==> src/rtl/gsim_host_if_if.sv <==
// Bundles the host write/result port and the solver stream port of gsim_host_if.
// The slave modport is the view taken by gsim_host_if itself.
interface gsim_host_if_if;
    logic        wr_en;
    logic [15:0] wr_data;
    logic        start;
    logic        gs_in_en;
    logic [15:0] gs_b_in;
    logic        gs_out_valid;
    logic [31:0] gs_x_out;
    logic        res_valid;
    logic        res_ready;
    logic [31:0] res_data;
    logic        res_last;
    logic        busy;
    logic        done;
    logic        timeout_err;

    modport slave (
        input  wr_en, wr_data, start, gs_out_valid, gs_x_out, res_ready,
        output gs_in_en, gs_b_in, res_valid, res_data, res_last, busy, done, timeout_err
    );

    modport master (
        output wr_en, wr_data, start, gs_out_valid, gs_x_out, res_ready,
        input  gs_in_en, gs_b_in, res_valid, res_data, res_last, busy, done, timeout_err
    );
endinterface

==> src/rtl/gsim_host_if.sv <==
// Host-side companion of the Gauss-Seidel solver: buffers b, bursts it to the solver,
// captures the x result set and returns it to the host with ready/valid back-pressure.
module gsim_host_if #(
    parameter int unsigned N       = 16,
    parameter int unsigned TIMEOUT = 4096
) (
    input logic            clk,
    input logic            reset,
    gsim_host_if_if.slave  bus
);

    localparam int unsigned IW = (N > 1) ? $clog2(N) : 1;
    localparam int unsigned CW = $clog2(N + 1);
    localparam int unsigned TW = (TIMEOUT > 1) ? $clog2(TIMEOUT) : 1;

    typedef enum logic [2:0] {
        S_IDLE,
        S_SEND,
        S_WAIT,
        S_CAPTURE,
        S_DRAIN
    } state_t;

    state_t          r_state;
    logic [CW-1:0]   r_wr_cnt;
    logic [CW-1:0]   r_cap_cnt;
    logic [IW-1:0]   r_idx;
    logic [TW-1:0]   r_wait_cnt;
    logic [15:0]     r_bbuf [N];
    logic [31:0]     r_xbuf [N];

    logic            r_gs_in_en;
    logic [15:0]     r_gs_b_in;
    logic            r_res_valid;
    logic [31:0]     r_res_data;
    logic            r_res_last;
    logic            r_busy;
    logic            r_done;
    logic            r_timeout_err;

    logic            w_wr_accept;
    logic            w_cap;
    logic [IW-1:0]   w_cap_idx;
    logic            w_hs;
    logic            w_last_idx;

    assign w_wr_accept = (r_state == S_IDLE) && bus.wr_en && (r_wr_cnt != CW'(N));
    assign w_cap       = ((r_state == S_WAIT) || (r_state == S_CAPTURE)) && bus.gs_out_valid;
    assign w_cap_idx   = (r_state == S_WAIT) ? '0 : r_cap_cnt[IW-1:0];
    assign w_hs        = r_res_valid && bus.res_ready;
    assign w_last_idx  = (r_idx == IW'(N - 1));

    // Buffer storage carries no reset; contents are meaningless until rewritten.
    always_ff @(posedge clk) begin
        if (w_wr_accept)
            r_bbuf[r_wr_cnt[IW-1:0]] <= bus.wr_data;
        if (w_cap)
            r_xbuf[w_cap_idx] <= bus.gs_x_out;
    end

    always_ff @(posedge clk or posedge reset) begin
        if (reset) begin
            r_state       <= S_IDLE;
            r_wr_cnt      <= '0;
            r_cap_cnt     <= '0;
            r_idx         <= '0;
            r_wait_cnt    <= '0;
            r_gs_in_en    <= 1'b0;
            r_gs_b_in     <= '0;
            r_res_valid   <= 1'b0;
            r_res_data    <= '0;
            r_res_last    <= 1'b0;
            r_busy        <= 1'b0;
            r_done        <= 1'b0;
            r_timeout_err <= 1'b0;
        end else begin
            r_done <= 1'b0;
            unique case (r_state)
                S_IDLE: begin
                    // Start only counts against the fill level seen before this cycle's write.
                    if (bus.start && (r_wr_cnt == CW'(N))) begin
                        r_state       <= S_SEND;
                        r_idx         <= '0;
                        r_gs_in_en    <= 1'b1;
                        r_gs_b_in     <= r_bbuf[0];
                        r_busy        <= 1'b1;
                        r_timeout_err <= 1'b0;
                    end else if (w_wr_accept) begin
                        r_wr_cnt <= r_wr_cnt + CW'(1);
                    end
                end
                S_SEND: begin
                    if (w_last_idx) begin
                        r_state    <= S_WAIT;
                        r_gs_in_en <= 1'b0;
                        r_gs_b_in  <= '0;
                        r_wait_cnt <= '0;
                    end else begin
                        r_idx     <= r_idx + IW'(1);
                        r_gs_b_in <= r_bbuf[r_idx + IW'(1)];
                    end
                end
                S_WAIT: begin
                    if (bus.gs_out_valid) begin
                        r_state   <= S_CAPTURE;
                        r_cap_cnt <= CW'(1);
                    end else if (r_wait_cnt == TW'(TIMEOUT - 1)) begin
                        r_state       <= S_IDLE;
                        r_timeout_err <= 1'b1;
                        r_wr_cnt      <= '0;
                        r_busy        <= 1'b0;
                    end else begin
                        r_wait_cnt <= r_wait_cnt + TW'(1);
                    end
                end
                S_CAPTURE: begin
                    if (bus.gs_out_valid) begin
                        r_cap_cnt <= r_cap_cnt + CW'(1);
                        if (r_cap_cnt == CW'(N - 1)) begin
                            r_state     <= S_DRAIN;
                            r_idx       <= '0;
                            r_res_valid <= 1'b1;
                            r_res_data  <= r_xbuf[0];
                            r_res_last  <= 1'b0;
                        end
                    end
                end
                S_DRAIN: begin
                    if (w_hs) begin
                        if (w_last_idx) begin
                            r_state     <= S_IDLE;
                            r_res_valid <= 1'b0;
                            r_res_last  <= 1'b0;
                            r_done      <= 1'b1;
                            r_busy      <= 1'b0;
                            r_wr_cnt    <= '0;
                        end else begin
                            r_idx      <= r_idx + IW'(1);
                            r_res_data <= r_xbuf[r_idx + IW'(1)];
                            r_res_last <= (r_idx == IW'(N - 2));
                        end
                    end
                end
                default: r_state <= S_IDLE;
            endcase
        end
    end

    assign bus.gs_in_en    = r_gs_in_en;
    assign bus.gs_b_in     = r_gs_b_in;
    assign bus.res_valid   = r_res_valid;
    assign bus.res_data    = r_res_data;
    assign bus.res_last    = r_res_last;
    assign bus.busy        = r_busy;
    assign bus.done        = r_done;
    assign bus.timeout_err = r_timeout_err;

endmodule

==> src/flat_wrapper.sv <==
// flat-port wrapper written by rule: the top's interface ports become plain ports
module gsim_host_if_flat 
#(
    parameter int unsigned N       = 16,
    parameter int unsigned TIMEOUT = 4096
)
  (clk, reset, bus_wr_en, bus_wr_data, bus_start, bus_gs_out_valid, bus_gs_x_out, bus_res_ready, bus_gs_in_en, bus_gs_b_in, bus_res_valid, bus_res_data, bus_res_last, bus_busy, bus_done, bus_timeout_err);
  gsim_host_if_if bus_i ();
  input logic clk;
  input logic reset;
  input wire logic [$bits(bus_i.wr_en)-1:0] bus_wr_en;
  input wire logic [$bits(bus_i.wr_data)-1:0] bus_wr_data;
  input wire logic [$bits(bus_i.start)-1:0] bus_start;
  input wire logic [$bits(bus_i.gs_out_valid)-1:0] bus_gs_out_valid;
  input wire logic [$bits(bus_i.gs_x_out)-1:0] bus_gs_x_out;
  input wire logic [$bits(bus_i.res_ready)-1:0] bus_res_ready;
  output wire logic [$bits(bus_i.gs_in_en)-1:0] bus_gs_in_en;
  output wire logic [$bits(bus_i.gs_b_in)-1:0] bus_gs_b_in;
  output wire logic [$bits(bus_i.res_valid)-1:0] bus_res_valid;
  output wire logic [$bits(bus_i.res_data)-1:0] bus_res_data;
  output wire logic [$bits(bus_i.res_last)-1:0] bus_res_last;
  output wire logic [$bits(bus_i.busy)-1:0] bus_busy;
  output wire logic [$bits(bus_i.done)-1:0] bus_done;
  output wire logic [$bits(bus_i.timeout_err)-1:0] bus_timeout_err;
  assign bus_i.wr_en = bus_wr_en;
  assign bus_i.wr_data = bus_wr_data;
  assign bus_i.start = bus_start;
  assign bus_i.gs_out_valid = bus_gs_out_valid;
  assign bus_i.gs_x_out = bus_gs_x_out;
  assign bus_i.res_ready = bus_res_ready;
  assign bus_gs_in_en = bus_i.gs_in_en;
  assign bus_gs_b_in = bus_i.gs_b_in;
  assign bus_res_valid = bus_i.res_valid;
  assign bus_res_data = bus_i.res_data;
  assign bus_res_last = bus_i.res_last;
  assign bus_busy = bus_i.busy;
  assign bus_done = bus_i.done;
  assign bus_timeout_err = bus_i.timeout_err;
  gsim_host_if #(.N(N), .TIMEOUT(TIMEOUT)) u_core (.clk(clk), .reset(reset), .bus(bus_i));
endmodule
==> config.mk <==
export PLATFORM = sky130hd
export DESIGN_NAME = gsim_host_if_flat
export DESIGN_NICKNAME = d
export VERILOG_FILES = /design/src/rtl/gsim_host_if_if.sv /design/src/rtl/gsim_host_if.sv /design/src/flat_wrapper.sv
export SDC_FILE = /design/constraint.sdc
export NUM_CORES = 1
export LEC_CHECK = 0
export CORE_MARGIN = 4
export CORE_UTILIZATION = 40
export CTS_BUF_LIST = sky130_fd_sc_hd__clkbuf_4
export CTS_CLUSTER_SIZE = 30
export DETAILED_ROUTE_END_ITERATION = 6
export HOLD_SLACK_MARGIN = 0.06
export PLACE_DENSITY = 0.68
export SLEW_MARGIN = 5
export SYNTH_ARGS = -nofsm -noshare
export SYNTH_HDL_FRONTEND = slang
export SYNTH_SLANG_ARGS = --single-unit
==> constraint.sdc <==
create_clock -name clk -period 7.4 [get_ports clk]
set_clock_uncertainty 0.2 [all_clocks]
set_input_delay 0.74 -clock clk [delete_from_list [all_inputs] [get_ports clk]]
set_output_delay 0.74 -clock clk [all_outputs]
set_load 0.05 [all_outputs]
==> run_1/layer_met2.png <==
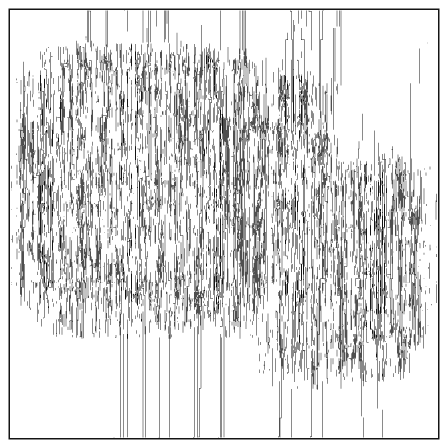
share of all routed wire: 49%
wire length on this layer: 37.7 mm
nets with wire on the layer: 1808
GR Layer Usage met2: 28.9%
Total Routed Length: 77100 um
total vias in the final route: 17700

==> run_1/clocks.png <==
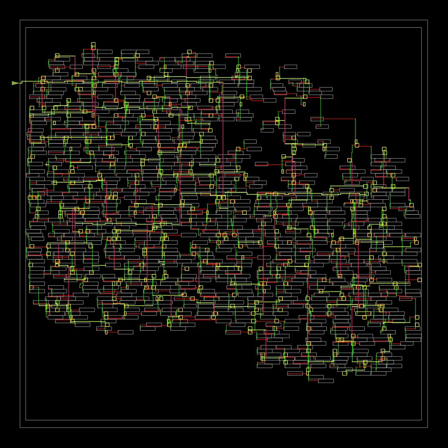
Num CTS Buffers: 203
clk_buf instances: 320

==> results_dict.tcl, run 1 <==
# yosys + openroad results
set metrics [dict create \
    worstSetupStartpoint "u_core.r_idx[0]" \
    worstRegToRegCells 7 \
    remaining_drc_errors 0 \
    wl_met2_um 37700 \
    globalRoute.totalOverflow 0 \
    critical_path.cell_chain "ha_1, xor2_4, buf_4, mux4_2, mux2_2, o21ai_1, o22ai_1" \
    post-route-util_pct 46.8 \
    post_synth_main_logic_family "multiplexers" \
    nFlopsAndLatches 851 \
    cts_hold_buf 1 \
    logic_gates 773 \
    fin_total_pwr_uw 13500 \
    filler_cell_count 6934 \
    htreeDepth 4 \
    post_cts_buffers 0 \
    setup_repair_after_global_routing_missed_its_margin "false" \
    grt_antenna_before_repair 5 \
    met1_wirelength_um 30900 \
    worst_r2r_endpoint "u_core.bus.gs_b_in[4]" \
    mostFrequentLayoutCells "768 x sky130_fd_sc_hd__edfxtp_1, 320 x sky130_fd_sc_hd__clkbuf_4, 192 x sky130_fd_sc_hd__mux4_2" \
    timing.critical_path.max_delay_family "XOR/XNOR gates" \
    detailedPlace.worstSlack_ns 2.94 \
    antenna_cells_inserted 4 \
    clockRootBuffer "sky130_fd_sc_hd__clkbuf_4" \
    layout-area-overhead-vs-synth_pct 15.6 \
    die-area_mm2 0.0879 \
    crit_buf_inv 1 \
    final_cells 3228 \
    status "completed" \
    cap_viol_max_count 0 \
    clockPowerShare_pct 28.3 \
    worst_setup_hold_path_clk_slew_ns 0.07 \
    worstHoldPathType "reg -> reg" \
    cpMaxStageDelayCell "sky130_fd_sc_hd__xor2_4" \
    power.switching_fraction_pct 32.2 \
    placed_cell_area_mm2 0.0358 \
    power_frac_comb_pct 28.8 \
    largest_register_by_flop_count "u_core.r_xbuf" \
    core_region_mm2 0.0822 \
    syn_area_mm2 0.0333 \
    final_common_cell "sky130_fd_sc_hd__edfxtp_1" \
    antenna_violation_net_count_after_detailed_routing 0 \
    dp.cells 2845 \
    fp.dieH_um 297 \
    clock_area_share_pct 6.93 \
    placement.io_buffers 107 \
]
==> run_1/placement_by_type.png <==
Scale bar: 100 um. Fill, decap, tap and diode cells in grey.
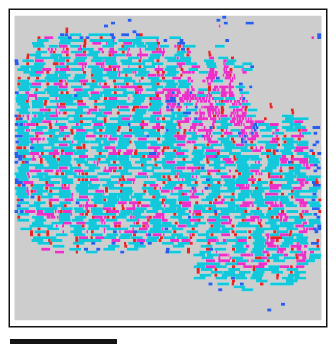
legend:
  remaining buffers and delay cells:
    colour: blue
    cells: 143
  sequential cells:
    colour: cyan
    cells: 851
  combinational and other logic:
    colour: magenta
    cells: 784
  clock drivers and dummy loads:
    colour: red
    cells: 376
register fraction of the total cell area: 65.3%
site row count: 105
total non-filler cell area in the finished layout: 0.0385 mm^2

==> run 1 -> run 2 <==
--- a/config.mk
+++ b/config.mk
@@ -11,7 +11,7 @@
 export CTS_CLUSTER_SIZE = 30
 export DETAILED_ROUTE_END_ITERATION = 6
 export HOLD_SLACK_MARGIN = 0.06
-export PLACE_DENSITY = 0.68
+export PLACE_DENSITY = 0.7
 export SLEW_MARGIN = 5
 export SYNTH_ARGS = -nofsm -noshare
 export SYNTH_HDL_FRONTEND = slang
==> constraint.sdc (replaced) <==
create_clock -name clk -period 4 [get_ports clk]
set_clock_uncertainty 0.2 [all_clocks]
set_input_delay 0.4 -clock clk [delete_from_list [all_inputs] [get_ports clk]]
set_output_delay 0.4 -clock clk [all_outputs]
set_load 0.05 [all_outputs]
==> run_2/clocks.png <==
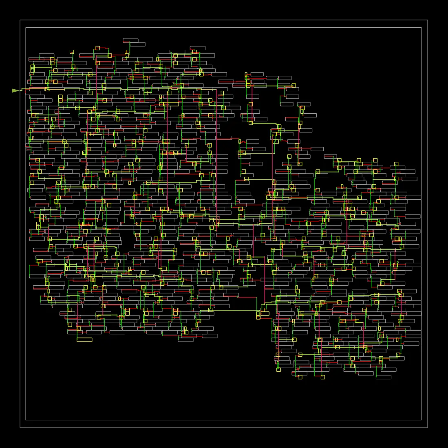
clk_buf instances: 312
Insertion Delay late pin: 1.04 ns
number of sequential storage elements: 851
CTS sink count: 851
Num CTS Buffers: 205

==> results_dict.tcl, run 2 <==
# yosys + openroad results
set metrics [dict create \
    clock_area_share_pct 7.02 \
    cts_hold_buf 20 \
    logic_gates 773 \
    critical_path.cell_chain "ha_1, xor2_4, buf_12, mux4_2, mux2_2, o21ai_0, o22ai_1" \
    timing.critical_path.max_delay_family "multiplexers" \
    post_synth_main_logic_family "multiplexers" \
    final_cells 3280 \
    grt_use_met1_pct 22.0 \
    worstHoldPathType "in -> reg" \
    core.rowCount 105 \
    register_fraction_of_the_total_cell_area_pct 64.4 \
    antenna_cells_inserted 5 \
    worst_setup_hold_path_clk_slew_ns 0.07 \
    ys_seq_share_pct 75.5 \
    cpMaxStageDelayCell "sky130_fd_sc_hd__mux4_2" \
    clockRootBuffer "sky130_fd_sc_hd__clkbuf_4" \
    mostFrequentLayoutCells "768 x sky130_fd_sc_hd__edfxtp_1, 312 x sky130_fd_sc_hd__clkbuf_4, 192 x sky130_fd_sc_hd__mux4_2" \
    setup_repair_after_global_routing_missed_its_margin "false" \
    wl_met2_um 38900 \
    dr_total_vias 17900 \
    placement.io_buffers 107 \
    instance_count_along_the_most_critical_hold_path 1 \
    crit_buf_inv 1 \
    placed_cell_area_mm2 0.0361 \
    remaining_drc_errors 0 \
    fp.dieH_um 297 \
    largest_register_by_flop_count "u_core.r_xbuf" \
    drt_wl_total_um 75500 \
    finish.instance_area_mm2 0.0390 \
    post_cts_buffers 0 \
    power.switching_fraction_pct 32.3 \
    worst_r2r_endpoint "u_core.bus.gs_b_in[15]" \
    grt_antenna_before_repair 2 \
    met1_wirelength_um 29700 \
    critPathMaxStageDelay_ns 0.59 \
    antenna_violation_net_count_after_detailed_routing 0 \
    net-switching-power_uw 8200 \
    cap_viol_max_count 0 \
    crit_type "reg -> reg" \
    worstRegToRegCells 7 \
    worstSetupStartpoint "u_core.r_idx[0]" \
    htreeDepth 4 \
    wire_per_inst_um 23.0 \
    p_seq_uw 10700 \
    filler_cell_count 6877 \
    power_frac_comb_pct 29.4 \
    status "completed" \
    final_common_cell "sky130_fd_sc_hd__edfxtp_1" \
]
==> run_2/sizes.png <==
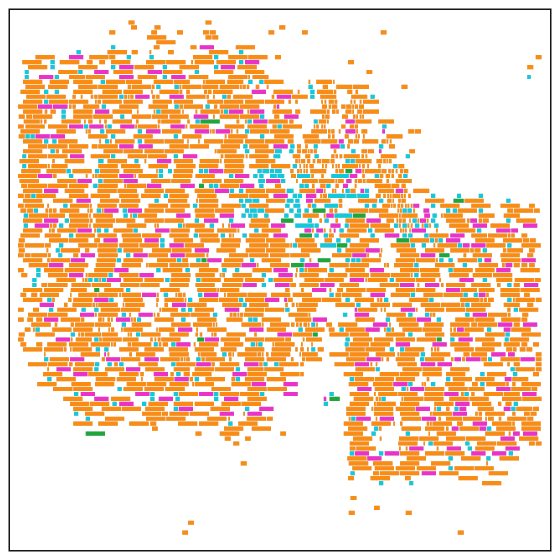
legend:
  _6 and larger:
    colour: green
    cells: 20
    share: 0.91%
  _0 and _1 cells:
    colour: orange
    cells: 1551
    share: 70%
  _3 and _4 cells:
    colour: cyan
    cells: 397
    share: 18%
  _2 cells:
    colour: magenta
    cells: 237
    share: 11%
number of ordinary and repair buffers in the finished layout: 193
post-layout worst setup margin: 0.745 ns

